File: config.mk
export PLATFORM = sky130hd
export DESIGN_NAME = traffic_light_ctrl
export DESIGN_NICKNAME = d
export VERILOG_FILES = /design/src/rtl/tl_pkg.sv /design/src/rtl/tick_gen.sv /design/src/rtl/traffic_light_ctrl.sv
export SDC_FILE = /design/constraint.sdc
export NUM_CORES = 1
export LEC_CHECK = 0
export ABC_AREA = 1
export CAP_MARGIN = 20
export CORE_ASPECT_RATIO = 0.5
export CORE_UTILIZATION = 60
export CTS_CLUSTER_SIZE = 30
export DETAILED_ROUTE_END_ITERATION = 8
export DONT_BUFFER_PORTS = 1
export PLACE_DENSITY = 0.76
export SLEW_MARGIN = 20
export SYNTH_ARGS = -nofsm -noshare
export SYNTH_HDL_FRONTEND = slang
export SYNTH_SLANG_ARGS = --single-unit
File: constraint.sdc
create_clock -name clk -period 3.7 [get_ports clk]
set_input_delay 0.925 -clock clk [delete_from_list [all_inputs] [get_ports clk]]
set_output_delay 0.925 -clock clk [all_outputs]
set_load 0.03 [all_outputs]
File: src/rtl/tl_pkg.sv
`default_nettype none
// ============================================================================
//  Module      : tl_pkg
//  Description : Shared state encoding, default timing constants and the
//                phase-counter width helper for the traffic light controller.
//  Revision    : 1.0  initial release
// ============================================================================
package tl_pkg;

   typedef enum logic [2:0] {
      ALLR_M = 3'd0,   // all red, MAIN_G follows
      MAIN_G = 3'd1,
      MAIN_Y = 3'd2,
      ALLR_S = 3'd3,   // all red, SIDE_G follows
      SIDE_G = 3'd4,
      SIDE_Y = 3'd5,
      FLASH  = 3'd6
   } tl_state_t;

   localparam int DEF_TICK_DIV   = 50_000_000;
   localparam int DEF_T_MAIN_MIN = 20;
   localparam int DEF_T_SIDE     = 15;
   localparam int DEF_T_YEL      = 3;
   localparam int DEF_T_ALLRED   = 2;

   // Bits needed to hold the longest phase duration
   function automatic int cnt_width(input int a, input int b, input int c, input int d);
      int m;
      m = a;
      if (b > m) m = b;
      if (c > m) m = c;
      if (d > m) m = d;
      return $clog2(m + 1);
   endfunction

endpackage
`default_nettype wire

File: src/rtl/tick_gen.sv
`default_nettype none
// ============================================================================
//  Module      : tick_gen
//  Description : Free-running prescaler producing a one-cycle tick every DIV
//                clocks; clr restarts the count so a new phase starts aligned.
//  Revision    : 1.0  initial release
// ============================================================================
module tick_gen
   import tl_pkg::*;
#(
   parameter int DIV = DEF_TICK_DIV
) (
   input  logic clk,
   input  logic rst,
   input  logic clr,
   output logic tick
);

   localparam int             CW   = $clog2(DIV);
   localparam logic [CW-1:0]  LAST = CW'(DIV - 1);

   logic [CW-1:0] count;

   // Count 0..DIV-1 and wrap; reset and clr both restart at zero
   always_ff @(posedge clk) begin
      if (rst || clr)
         count <= '0;
      else if (count == LAST)
         count <= '0;
      else
         count <= count + 1'b1;
   end

   assign tick = (count == LAST);

endmodule
`default_nettype wire

File: src/rtl/traffic_light_ctrl.sv
`default_nettype none
// ============================================================================
//  Module      : traffic_light_ctrl
//  Description : Main/side intersection controller with demand-actuated side
//                phase, yellow and all-red clearance, and night flash mode.
//  Revision    : 1.0  initial release
// ============================================================================
module traffic_light_ctrl
   import tl_pkg::*;
#(
   parameter int TICK_DIV   = DEF_TICK_DIV,
   parameter int T_MAIN_MIN = DEF_T_MAIN_MIN,
   parameter int T_SIDE     = DEF_T_SIDE,
   parameter int T_YEL      = DEF_T_YEL,
   parameter int T_ALLRED   = DEF_T_ALLRED
) (
   input  logic clk,
   input  logic rst,
   input  logic side_req,
   input  logic flash_mode,
   output logic main_r,
   output logic main_y,
   output logic main_g,
   output logic side_r,
   output logic side_y,
   output logic side_g,
   output logic [cnt_width(T_MAIN_MIN, T_SIDE, T_YEL, T_ALLRED)-1:0] remain,
   output logic req_pend
);

   localparam int CNT_W = cnt_width(T_MAIN_MIN, T_SIDE, T_YEL, T_ALLRED);

   // Last sec_cnt value of each phase (duration - 1)
   localparam logic [CNT_W-1:0] MAIN_LAST = CNT_W'(T_MAIN_MIN - 1);
   localparam logic [CNT_W-1:0] SIDE_LAST = CNT_W'(T_SIDE - 1);
   localparam logic [CNT_W-1:0] YEL_LAST  = CNT_W'(T_YEL - 1);
   localparam logic [CNT_W-1:0] ALLR_LAST = CNT_W'(T_ALLRED - 1);

   tl_state_t        state;
   tl_state_t        state_nx;
   logic             tick;
   logic             state_chg;
   logic             phase_done;
   logic             flash_ph;
   logic [CNT_W-1:0] sec_cnt;
   logic [CNT_W-1:0] phase_last;

   // Prescaler restarts on every state change so each phase lasts D*TICK_DIV
   tick_gen #(
      .DIV (TICK_DIV)
   ) u_tick_gen (
      .clk  (clk),
      .rst  (rst),
      .clr  (state_chg),
      .tick (tick)
   );

   // Final sec_cnt value for the current phase
   always_comb begin
      phase_last = '0;
      case (state)
         ALLR_M, ALLR_S: phase_last = ALLR_LAST;
         MAIN_G:         phase_last = MAIN_LAST;
         MAIN_Y, SIDE_Y: phase_last = YEL_LAST;
         SIDE_G:         phase_last = SIDE_LAST;
         default:        phase_last = '0;
      endcase
   end

   assign phase_done = tick && (sec_cnt == phase_last);

   // Next-state logic; flash_mode overrides everything except reset
   always_comb begin
      state_nx = state;
      if (flash_mode) begin
         state_nx = FLASH;
      end else begin
         case (state)
            ALLR_M:  if (phase_done) state_nx = MAIN_G;
            MAIN_G:  if (phase_done && (req_pend || side_req)) state_nx = MAIN_Y;
            MAIN_Y:  if (phase_done) state_nx = ALLR_S;
            ALLR_S:  if (phase_done) state_nx = SIDE_G;
            SIDE_G:  if (phase_done) state_nx = SIDE_Y;
            SIDE_Y:  if (phase_done) state_nx = ALLR_M;
            FLASH:   state_nx = ALLR_M;
            default: state_nx = ALLR_M;
         endcase
      end
   end

   assign state_chg = (state_nx != state);

   // State register
   always_ff @(posedge clk) begin
      if (rst)
         state <= ALLR_M;
      else
         state <= state_nx;
   end

   // Phase counter; MAIN_G saturates so it can hold for demand indefinitely
   always_ff @(posedge clk) begin
      if (rst || state_chg)
         sec_cnt <= '0;
      else if (tick && !(state == MAIN_G && sec_cnt == MAIN_LAST))
         sec_cnt <= sec_cnt + 1'b1;
   end

   // Side request latch; the clear on SIDE_G entry beats a coincident request
   always_ff @(posedge clk) begin
      if (rst)
         req_pend <= 1'b0;
      else if (state_chg && state_nx == SIDE_G)
         req_pend <= 1'b0;
      else if (side_req && state != FLASH)
         req_pend <= 1'b1;
   end

   // Flash phase starts lit on entry and toggles every tick while flashing
   always_ff @(posedge clk) begin
      if (rst)
         flash_ph <= 1'b0;
      else if (state_chg && state_nx == FLASH)
         flash_ph <= 1'b1;
      else if (state == FLASH && tick)
         flash_ph <= ~flash_ph;
   end

   // Lamp decode from the state register
   always_comb begin
      main_r = 1'b0;
      main_y = 1'b0;
      main_g = 1'b0;
      side_r = 1'b0;
      side_y = 1'b0;
      side_g = 1'b0;
      case (state)
         ALLR_M, ALLR_S: begin main_r = 1'b1; side_r = 1'b1; end
         MAIN_G:         begin main_g = 1'b1; side_r = 1'b1; end
         MAIN_Y:         begin main_y = 1'b1; side_r = 1'b1; end
         SIDE_G:         begin side_g = 1'b1; main_r = 1'b1; end
         SIDE_Y:         begin side_y = 1'b1; main_r = 1'b1; end
         FLASH:          begin main_y = flash_ph; side_y = flash_ph; end
         default:        begin main_r = 1'b1; side_r = 1'b1; end
      endcase
   end

   // sec_cnt never exceeds phase_last, so the difference cannot underflow
   assign remain = (state == FLASH) ? '0 : (phase_last - sec_cnt);

endmodule
`default_nettype wire

==> out/notes.md, run 1 <==
The first global-routing pass estimated 7250 µm of wire. Final setup violation count: 0. The run gives 0.00224 mm² for the synthesized area. According to the timing report, the data required time at the worst endpoint equals 2.77 ns.

The die is 88.5 µm wide. TritonCTS built the clock tree. By startpoint and endpoint, the worst setup path is classified as register to output port.

The post-layout net count was 331. The depth of the worst register-to-register path came out at 16. By count the netlist is led by sky130_fd_sc_hd__inv_1, sky130_fd_sc_hd__nand2_1, sky130_fd_sc_hd__nor2_1. The headroom to the max-slew limit is 0.369. The tools report the number of I/O pins as 16.

The share of final layout cell area taken by non-clock buffers came out at 0.00635. The worst min-delay path class is register to register. The number of warnings the tools reported is 26, and the post-synthesis to final-layout area growth is 5.41%. The number of placed instances, taps included, is 364. For this run, design rule violations remaining after detail routing come to 0.

STA classifies the critical path startpoint as a register. The sequential cells in the finished layout cover a total of 721 µm². The cell family with the largest share of critical-path delay is adder cells. The final number of max-transition violations was 0. By instance count, the cell type seen most on the critical path is sky130_fd_sc_hd__inv_1. All stages included, the depth of the critical timing path comes to 11.

Flip-flop count of the largest register, all copies and words added: 26. The number of buffers and inverters on the critical path is 4, and the placed cell area is 0.00227 mm². The logs give 4 for the number of detailed-route iterations in the first pass and 2 for the maximum buffer depth of the clock tree.

The run gives 0 as the residual overflow from global routing. The initial standard-cell utilization of the core was 0.640. In this run, post-CTS repair resized a total of 0 instances. The registers reported with the highest flop counts are u_tick_gen.count x26, sec_cnt x5, state x3. Worst flop-to-flop path endpoint: u_tick_gen.count[11]. Yosys stat counts 316 cells in the synthesized netlist. The worst path in the final design needs a cycle of 3.50 ns, including I/O delays and setup.

The worst hold path begins at u_tick_gen.count[0]. The tools report the endpoint kind of the worst setup timing path as an output port. Nets still carrying antenna violations after routing amount to 0.

The run gives 372 as the post-route non-filler standard cell count. Share of Yosys cell area claimed by the top area cell type: 0.321. The post-CTS setup repair buffer count was 0. Setup slack on the worst path after placement came out at 0.485 ns.

The design has 36 sequential cells. For the highest achievable clock rate, the log shows 0.286 GHz. The initial antenna violation count was 0. The areal power density over the cells was 330 mW/mm²; the final total power was 781 µW.

Per the skew report, the later register of the worst-skew pair sees a clock latency of 0.28 ns. The placement summary gives the final routability congestion estimate as 0.839. Per the log, the first TritonRoute iteration ended with a DRC count of 73. The flow ran to the end, and the final reports show no timing, DRC or antenna violations. Via count of the first global-routing pass: 1738.

Max-cap violations in this run came to 0. 220 cells are multi-input combinational gates. In this run, post-CTS hold repair placed 0 buffers.

Counting every sink on the clock net gives 36. The logs give 310 for the number of fill cells and 0 for the final-report hold violation count.
## run 1: cells by family after synthesis
family,Yosys count,share of synthesized area
and+or+nand+nor,166,0.357
buffers and inverters,60,0.114
DFF,36,0.321
xor gates and xnor gates,29,0.113
AOI/OAI and AO/OA,18,0.0518
adders and majority gates,7,0.0424
## run 1: report_power, final
part	leakage, µW	switching, µW	internal [µW]	total (µW)
combinational	0.000611	71.7	26.3	98.0
sequential	0.000291	7.57	392	400
clock	0.0000455	132	152	283
## run 1: metal layers
layer | share of wire | wire length [µm] | vias up
li1 | - | - | 987
met3 | 0.039 | 169 | 6
met5 | 0 | 0 | -
met4 | 0.0072 | 31 | 0
met1 | 0.49 | 2140 | 856
met2 | 0.46 | 1990 | 33
==> run_1/met1.png <==
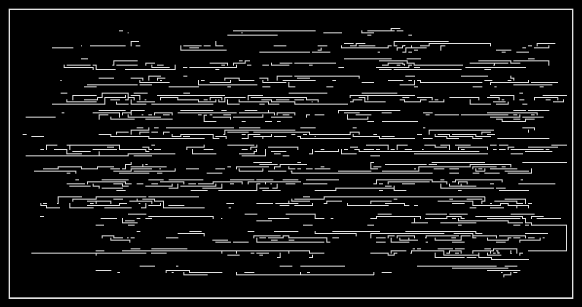
- longest straight run: 29.4 µm
- main direction: horizontal
- share of all routed wire: 49%
- nets with wire on the layer: 313
met1 demand-to-capacity share in global routing: 0.293
via total after detailed routing: 1882
Post-Route WL: 4330 µm

==> run_1/met2.png <==
Bar = 20 µm. Cells faint in the background.
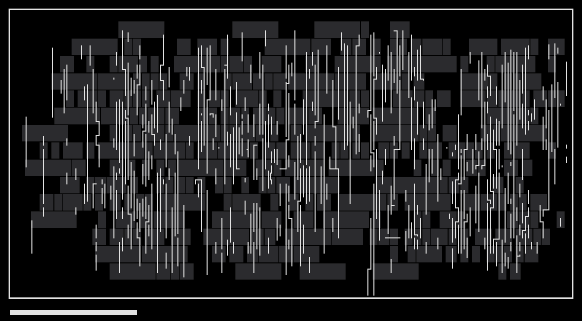
- share of all routed wire: 46%
- wire length on this layer: 1990 µm
- longest straight run: 21.8 µm
- nets with wire on the layer: 272
- main direction: vertical
met2 track demand over resource in global routing: 0.432

==> run_1/met3.png <==
Bar = 20 µm.
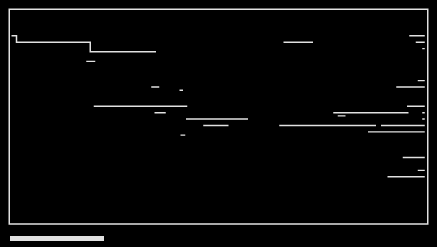
- main direction: horizontal
- share of all routed wire: 3.9%
- wire length on this layer: 170 µm
- longest straight run: 20.2 µm
- nets with wire on the layer: 21
met3 usage in global routing: 0.0494

==> run_1/final_congestion.png <==
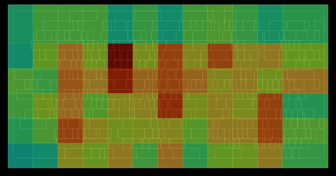
GRT Total Usage: 0.237
Most Crowded Layer GR: met2
Final Core Density: 0.674
average routed wire per standard cell: 11.6 µm

==> run 2: changes to the inputs <==
RECOVER_POWER = 25   (was not set)
==> run_2/met1.png <==
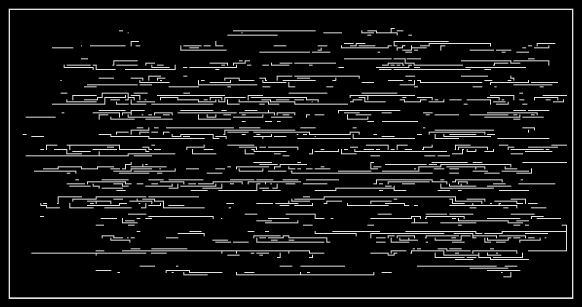
- wire length on this layer: 2120 µm
- main direction: horizontal
- nets with wire on the layer: 313
- longest straight run: 29.4 µm
Post-Route WL: 4330 µm
via total after detailed routing: 1870

==> run_2/zoom.png <==
Bar = 5 µm. Region (12, 24) to (32, 44) µm. Cells in gray, sequential cells in the stronger gray; small squares are vias.
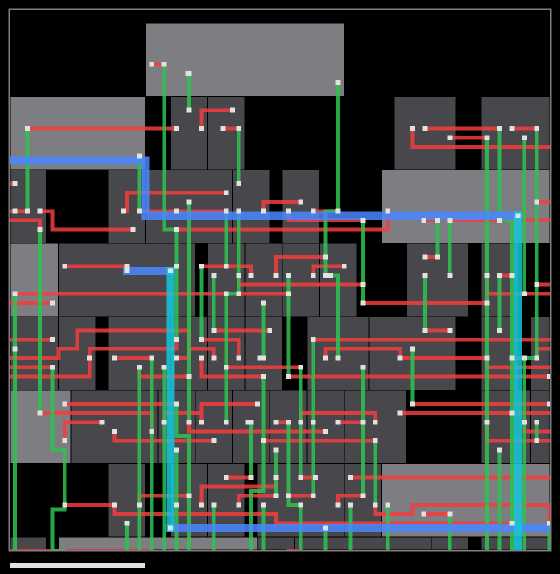
- met2: green
- met4: cyan
- met1: red
- met3: blue
- netlist names of flops here include: u_tick_gen.count (4)
- sequential cells in the window: 4
- cells with their middle in the window: 43
- most frequent: nand2_1 (10), nor2_1 (10), inv_1 (5)

==> out/notes.md, run 2 <==
The met2 global-route usage came out at 0.432 (unchanged). The run gives 3.48 ns (was 3.50 ns) for the clock period minus worst slack. The starting DRC count in detailed routing was 71 (was 73).

Synth top cells by count: sky130_fd_sc_hd__inv_1, sky130_fd_sc_hd__nand2_1, sky130_fd_sc_hd__nor2_1 (unchanged). The routed length on met3 is 181 µm (was 169 µm), and the met1 track demand over resource is 0.293 (unchanged). The logs give 779 µW (was 781 µW) for the final total power and 0.237 (unchanged) for the global routing usage summed across all routing layers. The number of nets still failing antenna checks after routing is 0 (unchanged). The power drawn by the clock network came out at 284 µW (was 283 µW). The maximum buffer depth of the clock tree came out at 2 (unchanged). The peak-usage layer in the global routing report is met2 (unchanged). For the count of instantiated cells in the yosys netlist, the log shows 316 (unchanged). The DRC violation count after routing was 0 (unchanged).

The highest routed metal layer is met4 (unchanged). The most used cell along the critical path was sky130_fd_sc_hd__inv_1 (unchanged). The number of detailed-route iterations in the first pass is 4 (unchanged). The tools report the met1 wire length as 2120 µm (was 2140 µm).

The tools report the net switching power as 211 µW (about the same). The worst min-delay path class is register to register (unchanged). The core utilization of the finished layout was 0.670 (was 0.674). The tools report the fraction of power consumed by sequential logic as 0.512 (about the same). The endpoint kind of the worst setup timing path was an output port (unchanged). Area contributors post-synth: sky130_fd_sc_hd__dfxtp_1, sky130_fd_sc_hd__inv_1, sky130_fd_sc_hd__nand2_1, sky130_fd_sc_hd__xor2_1, sky130_fd_sc_hd__nor2_1 (unchanged).

Number of max-capacitance violations reported: 0 (unchanged). The die width came out at 88.5 µm (unchanged). The internal portion of total power came out at 569 µW (was 570 µW). The cell resize tally after clock tree synthesis is 0 (unchanged). With the post-placement worst setup slack at 0.485 ns (unchanged), the via count of the first global-routing pass is 1738 (unchanged).

The number of warnings the tools reported is 26 (unchanged). The startpoint class of the critical path is a register (unchanged). Placed cell area: 0.00227 mm² (unchanged). The final setup violation count is 0 (unchanged). The clock sink total is 36 (unchanged).

The post-synthesis to final-layout area growth came out at 4.79% (was 5.41%). The run gives 0.00351 mm² (unchanged) as the area of the placeable core. The tools report the worst min-delay path startpoint as u_tick_gen.count[0] (unchanged).

With the final number of max-transition violations at 0 (unchanged), the power consumed by combinational cells is 96.0 µW (was 98.0 µW). Met2 wirelength from detailed routing: 1980 µm (was 1990 µm). The post-route non-filler standard cell count came out at 372 (unchanged). The total number of cells along the worst setup path was 11 (unchanged); the synthesized area was 0.00224 mm² (unchanged). The run gives 202 µV (about the same) for the worst voltage drop across the vdd grid. The number of I/O pins is 16 (unchanged). The cell family with the largest share of critical-path delay is adder cells (unchanged). The tools report the highest achievable clock rate as 0.288 GHz (was 0.286 GHz). The run gives 0 (unchanged) for the initial antenna violation count. TritonCTS built the clock tree. Cell type with the highest aggregate area in the netlist: sky130_fd_sc_hd__dfxtp_1 (unchanged).

With the met3 routing resource usage after global routing at 0.0494 (unchanged), the number of buffers added to fix hold violations after cts is 0 (unchanged). The run gives 399 µW (was 400 µW) for the flip-flop and latch power. The flip-flop count of the largest register, all copies and words added came out at 26 (unchanged).

The biggest power consumer among the groups is sequential cells (unchanged). Routed length per instance: 11.6 µm (about the same). Post-CTS setup repair buffer count: 0 (unchanged). The logs give 0.839 (unchanged) for the final estimated routing congestion in global placement and 313 (was 310) for the number of fill cells. The worst flop-to-flop path endpoint is u_tick_gen.count[11] (unchanged). The clock latency reported for the late side of the worst-skew pair came out at 0.29 ns (was 0.28 ns). The critical path data required time is 2.77 ns (about the same). The residual overflow from global routing came out at 0 (unchanged).

The logs give 0.123 (was 0.125) for the combinational group share of total power and 0 (unchanged) for the final-report hold violation count. The initial standard-cell utilization of the core is 0.640 (unchanged). The fraction of power spent switching nets was 0.270 (about the same). Type of the setup path with the least slack: register to output port (unchanged). The headroom to the max-slew limit is 0.366 (was 0.369). The post-route clock skew was 0.00661 ns (about the same).

The proportion of power drawn by the clock network is 0.364 (was 0.363), and the areal power density over the cells is 331 mW/mm² (was 330 mW/mm²). The flow ran to the end, and the final reports show no timing, DRC or antenna violations. The wire length of the first global-routing pass came out at 7250 µm (unchanged).
-- run 2: cell counts after synthesis --
No cell type changed its count.
-- run 2: logic make-up after synthesis --
| kind of cell | count (synthesis) | synth area share |
|---|---|---|
| buf+inv | 60 | 0.114 |
| compound gates | 18 | 0.0518 |
| xor+xnor | 29 | 0.113 |
| simple gates | 166 | 0.357 |
| fa+ha+maj | 7 | 0.0424 |
| flops | 36 | 0.321 |
-- run 2: final cells by class --
| type | instances | area, µm² | share of cell area |
|---|---|---|---|
| Multi-Input combinational cell | 220 | 1260 | 0.536 |
| Sequential cell | 36 | 721 | 0.306 |
| Inverter | 55 | 206 | 0.0878 |
| Clock buffer | 8 | 90.1 | 0.0383 |
| Timing Repair Buffer | 2 | 11.3 | 0.00479 |
| Tap cell | 51 | 63.8 | 0.0271 |
Power and IR drop assume default switching activity.
